## config.mk

```make
export PLATFORM = sky130hd
export DESIGN_NAME = spi_slave
export DESIGN_NICKNAME = d
export VERILOG_FILES = /design/src/rtl/spi_slave.sv
export SDC_FILE = /design/constraint.sdc
export NUM_CORES = 1
export LEC_CHECK = 0
export CORE_ASPECT_RATIO = 1.1
export CORE_MARGIN = 10
export CORE_UTILIZATION = 50
export CTS_CLUSTER_SIZE = 30
export DETAILED_ROUTE_END_ITERATION = 16
export GPL_TIMING_DRIVEN = 1
export PLACE_DENSITY = 0.72
export SYNTH_ARGS = -nofsm -noshare
export SYNTH_HDL_FRONTEND = slang
export SYNTH_SLANG_ARGS = --single-unit
```

## constraint.sdc

```tcl
create_clock -name CLK -period 6 [get_ports CLK]
set_clock_uncertainty 0.1 [all_clocks]
set_input_delay 1.2 -clock CLK [delete_from_list [all_inputs] [get_ports CLK]]
set_output_delay 1.2 -clock CLK [all_outputs]
set_load 0.05 [all_outputs]
```

## src/rtl/spi_slave.sv

```systemverilog
// spi_slave: SPI responder running entirely in the local CLK domain.
// SCLK, SS_N and MOSI are oversampled through 2-FF synchronizers. Edges are
// found by comparing against a one-cycle delayed copy, so a pin change is
// acted on 3 CLK cycles after it happens. All four CPOL/CPHA modes are
// supported, and the mode is latched at frame start.
//
// Ports:
//   CLK, RST_N            system clock, async active-low reset
//   CPOL_IN, CPHA_IN      SPI mode, captured when SS_N falls
//   SCLK, SS_N, MOSI      master lines (asynchronous)
//   MISO, MISO_OE         serial data out and its drive enable
//   TX_DATA/VALID/READY   one-deep transmit holding register (valid/ready)
//   RX_DATA, RX_VALID     last complete word and its 1-cycle strobe
//   TX_UNDERRUN           1-cycle pulse: a word started with nothing queued
//   FRAME_ERR             1-cycle pulse: SS_N released mid-word
module spi_slave #(
    parameter int               WIDTH      = 8,
    parameter bit               LSB_FIRST  = 1'b1,
    parameter logic [WIDTH-1:0] TX_DEFAULT = '0
) (
    input  logic             CLK,
    input  logic             RST_N,
    input  logic             CPOL_IN,
    input  logic             CPHA_IN,
    input  logic             SCLK,
    input  logic             SS_N,
    input  logic             MOSI,
    output logic             MISO,
    output logic             MISO_OE,
    input  logic [WIDTH-1:0] TX_DATA,
    input  logic             TX_VALID,
    output logic             TX_READY,
    output logic [WIDTH-1:0] RX_DATA,
    output logic             RX_VALID,
    output logic             TX_UNDERRUN,
    output logic             FRAME_ERR
);
    localparam int             CW   = $clog2(WIDTH + 1);
    localparam logic [CW-1:0]  LAST = CW'(WIDTH - 1);

    typedef enum logic {IDLE = 1'b0, ACTIVE = 1'b1} state_t;
    state_t state, state_nxt;

    // [0],[1] form the synchronizer. [2] is the delayed copy used for edge detection.
    logic [2:0]       sclk_s, ss_s;
    logic [1:0]       mosi_s;
    logic             cpol_q, cpha_q;
    logic [CW-1:0]    bit_cnt;
    logic             reload_pend;   // a word finished; next shift edge loads the next one
    logic [WIDTH-1:0] tx_shift, rx_shift, hold_data;
    logic             hold_full;

    always_ff @(posedge CLK or negedge RST_N) begin
        if (!RST_N) begin
            sclk_s <= '0;
            ss_s   <= '1;            // deselected, so reset release shows no false SS_N fall
            mosi_s <= '0;
        end else begin
            sclk_s <= {sclk_s[1:0], SCLK};
            ss_s   <= {ss_s[1:0], SS_N};
            mosi_s <= {mosi_s[0], MOSI};
        end
    end

    logic active, ss_fall, ss_rise, sclk_edge, lead, trail;
    logic sample_edge, shift_edge, start, reload, take;

    assign active    = (state == ACTIVE);
    assign ss_fall   = ss_s[2] & ~ss_s[1];
    assign ss_rise   = ~ss_s[2] & ss_s[1];
    assign sclk_edge = sclk_s[2] ^ sclk_s[1];
    assign lead      = sclk_edge & (sclk_s[1] != cpol_q);
    assign trail     = sclk_edge & (sclk_s[1] == cpol_q);
    // A deselect in the same cycle as an SCLK edge kills that edge.
    assign sample_edge = active & ~ss_rise & (cpha_q ? trail : lead);
    assign shift_edge  = active & ~ss_rise & (cpha_q ? lead : trail);
    assign start       = ~active & ss_fall;
    // A shift edge at count 0 marks a word boundary. It reloads after a
    // finished word. Otherwise it is the CPHA=1 first leading edge and is ignored.
    assign reload      = shift_edge & (bit_cnt == '0) & reload_pend;
    assign take        = start | reload;

    // FSM: state register
    always_ff @(posedge CLK or negedge RST_N) begin
        if (!RST_N) state <= IDLE;
        else        state <= state_nxt;
    end

    // FSM: next state
    always_comb begin
        state_nxt = state;
        case (state)
            IDLE:    if (ss_fall) state_nxt = ACTIVE;
            ACTIVE:  if (ss_rise) state_nxt = IDLE;
            default: state_nxt = IDLE;
        endcase
    end

    // FSM: outputs
    always_comb begin
        MISO_OE = active;
        MISO    = 1'b0;
        if (active) MISO = LSB_FIRST ? tx_shift[0] : tx_shift[WIDTH-1];
    end

    logic [WIDTH-1:0] rx_nxt, tx_adv;
    assign rx_nxt = LSB_FIRST ? {mosi_s[1], rx_shift[WIDTH-1:1]} : {rx_shift[WIDTH-2:0], mosi_s[1]};
    assign tx_adv = LSB_FIRST ? {1'b0, tx_shift[WIDTH-1:1]}      : {tx_shift[WIDTH-2:0], 1'b0};

    always_ff @(posedge CLK or negedge RST_N) begin
        if (!RST_N) begin
            cpol_q      <= 1'b0;
            cpha_q      <= 1'b0;
            bit_cnt     <= '0;
            reload_pend <= 1'b0;
            tx_shift    <= '0;
            rx_shift    <= '0;
            RX_DATA     <= '0;
            RX_VALID    <= 1'b0;
            TX_UNDERRUN <= 1'b0;
            FRAME_ERR   <= 1'b0;
        end else begin
            RX_VALID    <= 1'b0;
            TX_UNDERRUN <= 1'b0;
            FRAME_ERR   <= 1'b0;
            if (start) begin
                cpol_q      <= CPOL_IN;
                cpha_q      <= CPHA_IN;
                bit_cnt     <= '0;
                reload_pend <= 1'b0;
            end
            if (take) begin
                tx_shift    <= hold_full ? hold_data : TX_DEFAULT;
                TX_UNDERRUN <= ~hold_full;
                if (reload) reload_pend <= 1'b0;
            end else if (shift_edge && bit_cnt != '0) begin
                tx_shift <= tx_adv;
            end
            if (sample_edge) begin
                rx_shift <= rx_nxt;
                if (bit_cnt == LAST) begin
                    bit_cnt     <= '0;
                    reload_pend <= 1'b1;
                    RX_DATA     <= rx_nxt;
                    RX_VALID    <= 1'b1;
                end else begin
                    bit_cnt <= bit_cnt + CW'(1);
                end
            end
            // A partial word is dropped. rx_shift is fully overwritten by the next word.
            if (active && ss_rise) begin
                FRAME_ERR   <= (bit_cnt != '0);
                bit_cnt     <= '0;
                reload_pend <= 1'b0;
            end
        end
    end

    // Holding register. A reload in the same cycle as a load takes the old
    // contents, and the newly accepted word stays queued.
    always_ff @(posedge CLK or negedge RST_N) begin
        if (!RST_N) begin
            hold_full <= 1'b0;
            hold_data <= '0;
        end else begin
            if (take && hold_full) hold_full <= 1'b0;
            if (TX_VALID && TX_READY) begin
                hold_full <= 1'b1;
                hold_data <= TX_DATA;
            end
        end
    end

    assign TX_READY = ~hold_full;

endmodule

```

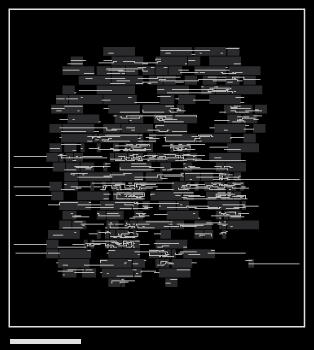
met1.png
The bar under the picture is 20 um long. Cells faint in the background.
main direction = horizontal
share of all routed wire = 42%
met1 usage in global routing: 12.8%
Routed WL: 4.15 mm

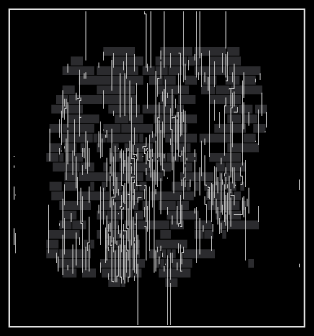
met2.png
Cells faint in the background.
main direction = vertical
nets with wire on the layer = 201
share of all routed wire = 51%
wire length on this layer = 2,130 um
longest straight run = 38.4 um
Via Count: 1,463
met2 usage: 19.9%

==> flow_summary.ini <==
; synthesis and place-and-route metrics
[logic_synthesis]
syn-cell-area_um2 = 2180
synthCells = 179
synth_cell_type_count = 38
flop_cell = dfrtp_1
ys_seq_elements = 51
yosys_warnings = 0
ys_seq_share_pct = 58.8
ys_cells = 179
yosys_area_um2 = 2180
synth_nets = 197
syn_area_per_cell_um2 = 12.2
async_flop_share_pct = 100
edf_count = 0

[worst_hold_path]
hold_path.class = reg -> reg

[power]
power_frac_clock_pct = 23.2
pwr-share-seq_pct = 49.0
combPwrFrac_pct = 27.8
switching_share_pct = 32.1
leakage_nw = 1.15
p_int_uw = 693
p_per_area_nw_per_um2 = 389
switching_power_uw = 327
vdd_drop_max_mv = 0.225

[clock_tree]
cts_max_level = 2
cts_buffer_depth = 2
clk_latency_ps = 300
root_buffer = clkbuf_8
clk_pin_slew_ps = 90
cts_setup_buffers = 0
numCtsBuffers = 5
clkSinkCount = 51
postCtsHoldBufs = 0
cts_resized = 0
cts_tree = done

[grt]
first_global_vias = 1566
grt_pass1_wl_mm = 7.08
busiest_layer = met2
grt_max_degree = 52
antenna_found_initial = 0
overflow = 0
grt.total_usage_pct = 11.6

[floorplanning]
dieHeight_um = 89.2
die_area_um2 = 7390
core_area_um2 = 4250
row_count = 25
io_pins = 30
fp_util_pct = 51.1
die_x_um = 82.9

[finish]
instances_no_fill = 265
area_delta_synth_final_pct = 20.6
layout.area.seq_um2 = 1280
comb_area_um2 = 853
diodes = 0
layout-drive-gt1-share_pct = 20.9
fillCellCount = 360
layout.nets = 228
lay_top_cells = dfrtp_1, clkdlybuf4s50_1, nand2_1
lay_top_count = dfrtp_1

[timing]
fmax_mhz = 327
whs_ps = 256
setup_viol = 0
drv_slew = 0
rsz0062_at_grt = false
period_used_pct = 50.9
tightest_slew_ps = 1080
fin_crit_ps = 3050
relSlewSlack_pct = 28.3
hold_viol_final = 0
fin_setup_tns_ps = 0

[routing]
drt-vias-per-instance = 5.52
drt-initial-drc-count = 93
drt-pass1-iter-count = 4
drcViolationCount = 0
routedWlPerCell_um = 15.7
ant_nets = 0

[placement]
place_inst = 257
gp_congestion = 0.782
io_buffers = 29
hpwl_mm = 3.08

[setup_path]
start_kind = register
cp_max_fo = 8
required_ps = 4700
path_class = reg -> out
regToRegSetupSlack_ps = 3730
endpoint_kind = output port
crit_arrival_ps = 1750

[job]
max_cap_violations = 0
warning_count = 27

[status]
status = completed
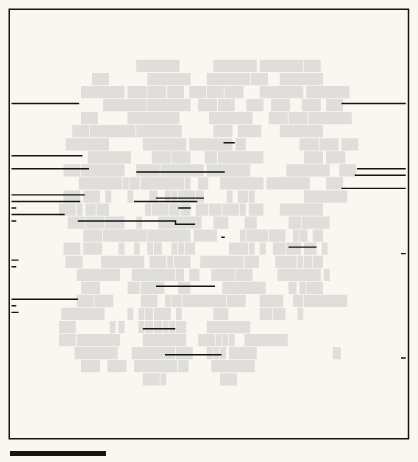
met3.png
The bar under the picture is 20 um long. Cells faint in the background.
longest straight run = 20.2 um
main direction = horizontal
nets with wire on the layer = 25
met3 Use GR: 4.38%

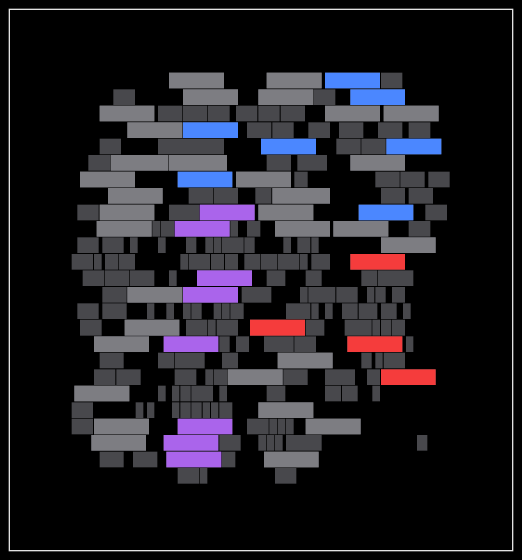
registers.png
`rx_shift` -> blue  # flops 7
`bit_cnt` -> red  # flops 4, where right middle
`tx_shift` -> purple  # flops 8
not coloured = 32
Seq. pwr: 500 uW
fin util: 61.7%
flop share of the area: 48.8%

==> layer usage <==
metal,part of all wire [%],vias to the layer above
met5,0,-
met3,6.1,5
met1,42,727
li1,-,693
met2,51,38
met4,1.1,0
==> synthesized netlist by cell type, types with 2 or more instances <==
cell | instances | area share, %
nor3b_1 | 2 | 0.69
nand3_1 | 2 | 0.46
nand2_1 | 27 | 4.7
mux2_2 | 25 | 13
ha_1 | 2 | 1.1
o21bai_1 | 2 | 0.69
a21o_1 | 2 | 0.69
and2b_1 | 2 | 0.69
inv_1 | 6 | 1.0
nor3_1 | 7 | 1.6
nand2b_1 | 2 | 0.57
o32a_1 | 7 | 3.2
a31oi_1 | 7 | 2.0
dfrtp_1 | 48 | 55
clkbuf_1 | 4 | 0.69
nor2_1 | 10 | 1.7
dfstp_2 | 3 | 3.6
==> kinds of logic after synthesis <==
kind of cell / count (synthesis) / share of synthesized area (%)
AND/OR/NAND/NOR: 61 / 13.7
flip-flops: 51 / 58.8
multiplexers: 27 / 14.0
AND-OR/OR-AND: 26 / 9.55
buffers and inverters: 11 / 1.95
adder cells (fa/ha/maj): 2 / 1.15
XOR/XNOR: 1 / 0.748
==> layout make-up <==
cell class | instances | area share [%]
clock inverters | 3 | 1.76
multi-input cells | 117 | 32.5
flip-flops and latches | 51 | 48.8
well taps | 54 | 2.58
inverters | 6 | 0.858
repair buffers | 29 | 10.9
clock buffers | 5 | 2.62
==> registers in the layout (all words and copies together) (netlist names) <==
| register | count |
|---|---|
| tx_shift | 8 |
| rx_shift | 7 |
| hold_data | 8 |
| sclk_s | 3 |
| reload_pend | 1 |
| bit_cnt | 4 |
| ss_s | 3 |
| FRAME_ERR | 1 |
| cpha_q | 1 |
| TX_UNDERRUN | 1 |
| cpol_q | 1 |
| hold_full | 1 |
| MISO_OE | 1 |
| mosi_s | 2 |
| RX_DATA | 8 |
| RX_VALID | 1 |
==> power groups by stage <==
stage / Combinational [mW] / Sequential [mW] / Clock (mW)
2_1_floorplan: 0.221 / 0.490 / 0
3_3_place_gp: 0.272 / 0.500 / 0
3_5_place_dp: 0.285 / 0.508 / 0
4_1_cts: 0.287 / 0.501 / 0.245
5_1_grt: 0.316 / 0.512 / 0.265
6_report: 0.284 / 0.500 / 0.236
==> final timing paths <==
kind / cells after the start / startpoint / to
max in group asynchronous: 1 / RST_N / mosi_s[0]
worst min-delay path: 0 / sclk_s[0] / sclk_s[1]
min in group asynchronous: 1 / RST_N / sclk_s[0]
worst max-delay path: 2 / MISO_OE / MISO
worst min register to register: 0 / sclk_s[0] / sclk_s[1]
worst max register to register: 6 / bit_cnt[0] / tx_shift[2]
==> per-stage QoR <==
step	worst slack (ps)	total power [mW]	cell area, um^2
after floorplan	3400	0.711	2180
after global placement	3210	0.772	2510
after detailed placement	3150	0.792	2510
after CTS	2910	1.03	2620
after global routing	2850	1.09	2620
final	2950	1.02	2620
==> critical path: stages, from the launching register on <==
cell	delay, ps
dfrtp_1	470
and2_1	170
clkdlybuf4s50_1	800
No activity file was given, so power comes from the tool's default toggle rates.
